### Track usage over the die

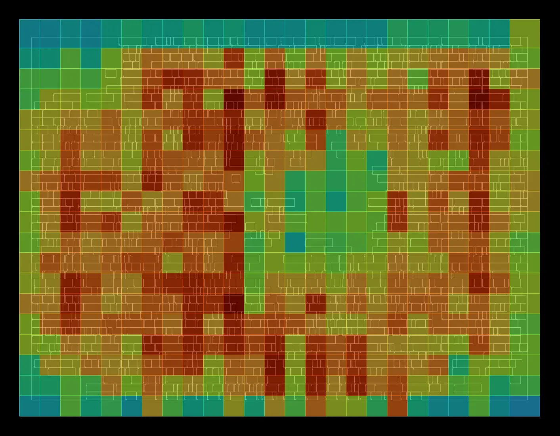
### Placement by cell class

(2 px per µm)
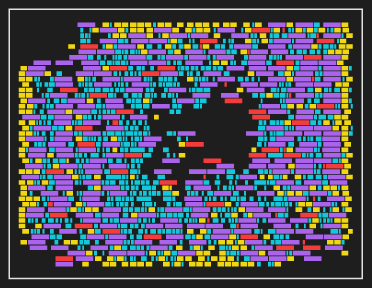
### src/rtl/if_stage_if.sv
// Instruction-memory request/response bus between the fetch stage and memory.
// The bus allows at most one outstanding request, and memory always accepts it.
interface if_stage_if;
    logic        imem_req;
    logic [63:0] imem_addr;
    logic        imem_rvalid;
    logic [31:0] imem_rdata;

    modport master (
        output imem_req,
        output imem_addr,
        input  imem_rvalid,
        input  imem_rdata
    );

    modport slave (
        input  imem_req,
        input  imem_addr,
        output imem_rvalid,
        output imem_rdata
    );
endinterface

### src/rtl/if_stage.sv
// Instruction fetch stage with the IF/ID pipeline register. It honours stall, flush and
// branch redirects, and it inserts a NOP bubble whenever no instruction is delivered.
module if_stage #(
    parameter logic [63:0] RESET_PC  = 64'h0,
    parameter logic [31:0] NOP_INSTR = 32'h00000033
) (
    input  logic        clk,
    input  logic        rst,
    input  logic        stall,
    input  logic        flush,
    input  logic        branch_taken,
    input  logic [63:0] branch_target,
    if_stage_if.master  imem,
    output logic [63:0] ifid_pc_out,
    output logic [31:0] ifid_instruction_out,
    output logic        ifid_valid_out,
    output logic        fetch_busy
);

    localparam logic [1:0] S_ISSUE = 2'd0;
    localparam logic [1:0] S_WAIT  = 2'd1;
    localparam logic [1:0] S_DRAIN = 2'd2;
    localparam logic [1:0] S_HOLD  = 2'd3;

    logic [1:0]  state_q, state_d;
    logic [63:0] pc_q, pc_d;
    logic [63:0] hold_pc_q, hold_pc_d;
    logic [31:0] hold_instr_q, hold_instr_d;
    logic [63:0] ifid_pc_q, ifid_pc_d;
    logic [31:0] ifid_instr_q, ifid_instr_d;
    logic        ifid_valid_q, ifid_valid_d;

    logic        deliver;
    logic [63:0] dlv_pc;
    logic [31:0] dlv_instr;

    assign imem.imem_req  = (state_q == S_ISSUE);
    assign imem.imem_addr = pc_q;
    assign fetch_busy     = (state_q != S_ISSUE);

    always_comb begin
        state_d      = state_q;
        pc_d         = pc_q;
        hold_pc_d    = hold_pc_q;
        hold_instr_d = hold_instr_q;
        deliver      = 1'b0;
        dlv_pc       = pc_q;
        dlv_instr    = imem.imem_rdata;

        case (state_q)
            S_ISSUE: begin
                // A redirect in the issue cycle leaves a stale request in flight.
                if (branch_taken) begin
                    pc_d    = branch_target;
                    state_d = S_DRAIN;
                end else begin
                    state_d = S_WAIT;
                end
            end
            S_WAIT: begin
                if (imem.imem_rvalid) begin
                    if (branch_taken) begin
                        pc_d    = branch_target;
                        state_d = S_ISSUE;
                    end else if (flush) begin
                        state_d = S_ISSUE;
                    end else if (stall) begin
                        hold_pc_d    = pc_q;
                        hold_instr_d = imem.imem_rdata;
                        state_d      = S_HOLD;
                    end else begin
                        deliver = 1'b1;
                        pc_d    = pc_q + 64'd4;
                        state_d = S_ISSUE;
                    end
                end else if (branch_taken) begin
                    pc_d    = branch_target;
                    state_d = S_DRAIN;
                end
            end
            S_DRAIN: begin
                if (branch_taken) begin
                    pc_d = branch_target;
                end
                if (imem.imem_rvalid) begin
                    state_d = S_ISSUE;
                end
            end
            S_HOLD: begin
                if (branch_taken) begin
                    pc_d         = branch_target;
                    hold_pc_d    = 64'd0;
                    hold_instr_d = 32'd0;
                    state_d      = S_ISSUE;
                end else if (flush) begin
                    hold_pc_d    = 64'd0;
                    hold_instr_d = 32'd0;
                    state_d      = S_ISSUE;
                end else if (!stall) begin
                    deliver   = 1'b1;
                    dlv_pc    = hold_pc_q;
                    dlv_instr = hold_instr_q;
                    pc_d      = pc_q + 64'd4;
                    state_d   = S_ISSUE;
                end
            end
            default: state_d = S_ISSUE;
        endcase
    end

    always_comb begin
        ifid_pc_d    = 64'd0;
        ifid_instr_d = NOP_INSTR;
        ifid_valid_d = 1'b0;
        if (flush) begin
            ifid_pc_d    = 64'd0;
            ifid_instr_d = NOP_INSTR;
            ifid_valid_d = 1'b0;
        end else if (stall) begin
            ifid_pc_d    = ifid_pc_q;
            ifid_instr_d = ifid_instr_q;
            ifid_valid_d = ifid_valid_q;
        end else if (deliver) begin
            ifid_pc_d    = dlv_pc;
            ifid_instr_d = dlv_instr;
            ifid_valid_d = 1'b1;
        end
    end

    always_ff @(posedge clk or posedge rst) begin
        if (rst) begin
            state_q      <= S_ISSUE;
            pc_q         <= RESET_PC;
            hold_pc_q    <= 64'd0;
            hold_instr_q <= 32'd0;
            ifid_pc_q    <= 64'd0;
            ifid_instr_q <= NOP_INSTR;
            ifid_valid_q <= 1'b0;
        end else begin
            state_q      <= state_d;
            pc_q         <= pc_d;
            hold_pc_q    <= hold_pc_d;
            hold_instr_q <= hold_instr_d;
            ifid_pc_q    <= ifid_pc_d;
            ifid_instr_q <= ifid_instr_d;
            ifid_valid_q <= ifid_valid_d;
        end
    end

    assign ifid_pc_out          = ifid_pc_q;
    assign ifid_instruction_out = ifid_instr_q;
    assign ifid_valid_out       = ifid_valid_q;

endmodule
### src/flat_wrapper.sv
// flat-port wrapper written by rule: the top's interface ports become plain ports
module if_stage_flat 
#(
    parameter logic [63:0] RESET_PC  = 64'h0,
    parameter logic [31:0] NOP_INSTR = 32'h00000033
)
  (clk, rst, stall, flush, branch_taken, branch_target, ifid_pc_out, ifid_instruction_out, ifid_valid_out, fetch_busy, imem_imem_req, imem_imem_addr, imem_imem_rvalid, imem_imem_rdata);
  if_stage_if imem_i ();
  input  logic clk;
  input  logic rst;
  input  logic stall;
  input  logic flush;
  input  logic branch_taken;
  input  logic [63:0] branch_target;
  output logic [63:0] ifid_pc_out;
  output logic [31:0] ifid_instruction_out;
  output logic ifid_valid_out;
  output logic fetch_busy;
  output wire logic [$bits(imem_i.imem_req)-1:0] imem_imem_req;
  output wire logic [$bits(imem_i.imem_addr)-1:0] imem_imem_addr;
  input wire logic [$bits(imem_i.imem_rvalid)-1:0] imem_imem_rvalid;
  input wire logic [$bits(imem_i.imem_rdata)-1:0] imem_imem_rdata;
  assign imem_imem_req = imem_i.imem_req;
  assign imem_imem_addr = imem_i.imem_addr;
  assign imem_i.imem_rvalid = imem_imem_rvalid;
  assign imem_i.imem_rdata = imem_imem_rdata;
  if_stage #(.RESET_PC(RESET_PC), .NOP_INSTR(NOP_INSTR)) u_core (.clk(clk), .rst(rst), .stall(stall), .flush(flush), .branch_taken(branch_taken), .branch_target(branch_target), .imem(imem_i), .ifid_pc_out(ifid_pc_out), .ifid_instruction_out(ifid_instruction_out), .ifid_valid_out(ifid_valid_out), .fetch_busy(fetch_busy));
endmodule
### config.mk
export PLATFORM = sky130hd
export DESIGN_NAME = if_stage_flat
export DESIGN_NICKNAME = d
export VERILOG_FILES = /design/src/rtl/if_stage_if.sv /design/src/rtl/if_stage.sv /design/src/flat_wrapper.sv
export SDC_FILE = /design/constraint.sdc
export NUM_CORES = 1
export LEC_CHECK = 0
export CAP_MARGIN = 10
export CORE_ASPECT_RATIO = 0.75
export CORE_MARGIN = 4
export CORE_UTILIZATION = 55
export CTS_CLUSTER_SIZE = 8
export DETAILED_ROUTE_END_ITERATION = 6
export PLACE_DENSITY = 0.94
export RECOVER_POWER = 25
export SETUP_SLACK_MARGIN = 0.2
export SYNTH_ARGS = -nofsm -noshare
export SYNTH_HDL_FRONTEND = slang
export SYNTH_SLANG_ARGS = --single-unit
export TNS_END_PERCENT = 30
### constraint.sdc
create_clock -name clk -period 19.2 [get_ports clk]
set_input_delay 5.76 -clock clk [delete_from_list [all_inputs] [get_ports clk]]
set_output_delay 5.76 -clock clk [all_outputs]
set_load 0.1 [all_outputs]
==> results.sh <==
# source this file to load flow results
export IMPL_met3_usage=0.0834
export IMPL_htree_levels=2
export IMPL_grt_ovfl_total=0
export IMPL_max_clock_path_buffers=3
export IMPL_root_buffer="clkbuf_16"
export IMPL_topRoutingLayerUsed="met5"
export IMPL_rsz0062_at_grt="no"
export IMPL_via_per_inst=6.71
export IMPL_top_area_cell="dfrtp_1"
export IMPL_edf_count=0
export IMPL_tap_cells=282
export IMPL_layout_drive_gt1_share=0.0610
export IMPL_power_density_mw_per_mm2=108
export IMPL_clk_pin_slew_worst_paths_ns=0.05
export IMPL_path_buffers=3
export IMPL_path_class="in2async"
export IMPL_logic_family="AND-OR/OR-AND gates"
export IMPL_gp_congestion=0.852
export IMPL_fp_dieH_um=134
export IMPL_critPathLaunch="rst"
export IMPL_outcome="finished with violations"
export IMPL_die_area_mm2=0.0235
export IMPL_cts_sinks=259
export IMPL_total_power_mw=1.66
export IMPL_cp_data_arrival_time_ns=11.90
export IMPL_worstSetupStartpointType="input port"
export IMPL_syn_cell_area_mm2=0.0116
export IMPL_ys_warn_count=0
export IMPL_crit_end="u_core.ifid_pc_out[41]$_DFFE_PP0P_"
export IMPL_clock_buffers=54
export IMPL_dp_cells=1603
export IMPL_clkLatencyLatePin_ns=0.50
export IMPL_hold_slack_ns=0.476
export IMPL_top_cells_by_count="dfrtp_1 (255), nand2_1 (160), o21ai_0 (133)"
export IMPL_maxCapViolations=2
export IMPL_antenna_found_initial=2
export IMPL_grt_max_degree=120
export IMPL_synthTopCellsByArea="dfrtp_1 (55%), a22o_1 (7.2%), o21ai_0 (5.7%), nand2_1 (5.2%), o22ai_1 (5.0%)"
export IMPL_final_hold_viol_count=0
export IMPL_top_power_group="sequential cells"
export IMPL_seq_cell_power_uw=663
export IMPL_drv_slew=188
export IMPL_intPower_mw=1.09
export IMPL_combinationalPower_uw=399
export IMPL_synthToLayoutAreaGrowth_pct=32.3
export IMPL_worstReg2RegStart="u_core.state_q[1]$_DFFE_PP0P_"
export IMPL_critPathMaxStageDelay_ns=2.88
export IMPL_ys_sh_adder=0.00108
export IMPL_numSynthFlops=259
export IMPL_switchingPower_uw=576
export IMPL_finalSetupViolCount=0
export IMPL_fp_util=0.567
export IMPL_combGateArea_mm2=0.00473
export IMPL_yosys_area_mm2=0.0116
export IMPL_leakage_nw=6.41
export IMPL_powerClk_uw=599
export IMPL_initialDrtViolationCount=1393
export IMPL_firstDrtPassIters=5
export IMPL_r2r_cells=5
export IMPL_vias=11100
export IMPL_slew_headroom=-2.46
export IMPL_io_pins=265
export IMPL_post_cts_buffers=0
export IMPL_cts_resized=0
export IMPL_mux_share=0.00636
export IMPL_drc=0
export IMPL_whs_path_depth=2
export IMPL_postCtsHoldBufs=0
export IMPL_stdcell_count=1660
export IMPL_ys_types=68
export IMPL_warnings=30
export IMPL_nonClkBufAreaFrac=0.176
export IMPL_synthCells=1139
export IMPL_lay_top_count="clkdlybuf4s50_1"
export IMPL_post_drt_wl_per_cell_um=23.5
export IMPL_path_delay_family="buffers and inverters"
export IMPL_clock_cell_area_share=0.0682
export IMPL_comb_cells=777
export IMPL_hpwl_um=24300
export IMPL_signal_buffers=274
export IMPL_cpMaxStageDelayCell="clkinvlp_2"
export IMPL_cts_tree="yes"
export IMPL_preCtsSetupSlack_ns=10.37
export IMPL_die_width_um=176
export IMPL_hold_start="u_core.ifid_pc_out[49]$_DFFE_PP0P_"
export IMPL_grtUsageMet2=0.513
export IMPL_lay_top_cells="clkdlybuf4s50_1 (259), dfrtp_1 (255), nand2_1 (159)"
export IMPL_async_flop_share=1.00
export IMPL_fin_nets=1464
export IMPL_cp_required_ns=19.01
export IMPL_fillers=1302
export IMPL_violations="capacitance limit, slew limit"
export IMPL_flop_area_mm2=0.00649
export IMPL_period_minus_slack_ns=12.09
export IMPL_max_freq_ghz=0.0827
export IMPL_ff_count=259
export IMPL_ant_nets=0
export IMPL_vdd_drop_max_mv=0.0723
export IMPL_synth_area_per_cell_um2=10.2
Notes on 'Track usage over the die' above:
Core Util, Final: 0.750
M1 GR Usage: 0.441
all-layer global routing usage: 0.323

Notes on 'Placement by cell class' above:
| class | color | cells | share of their area |
|---|---|---|---|
| sequential cells | purple | 259 | 43% |
| combinational and other logic | cyan | 788 | 32% |
| clock drivers and dummy loads | red | 56 | 7.0% |
| remaining buffers and delay cells | yellow | 274 | 18% |
sequential share of cell area: 0.422
std cell rows: 45
Core Region: 0.0205 mm²
design area: 0.0154 mm²

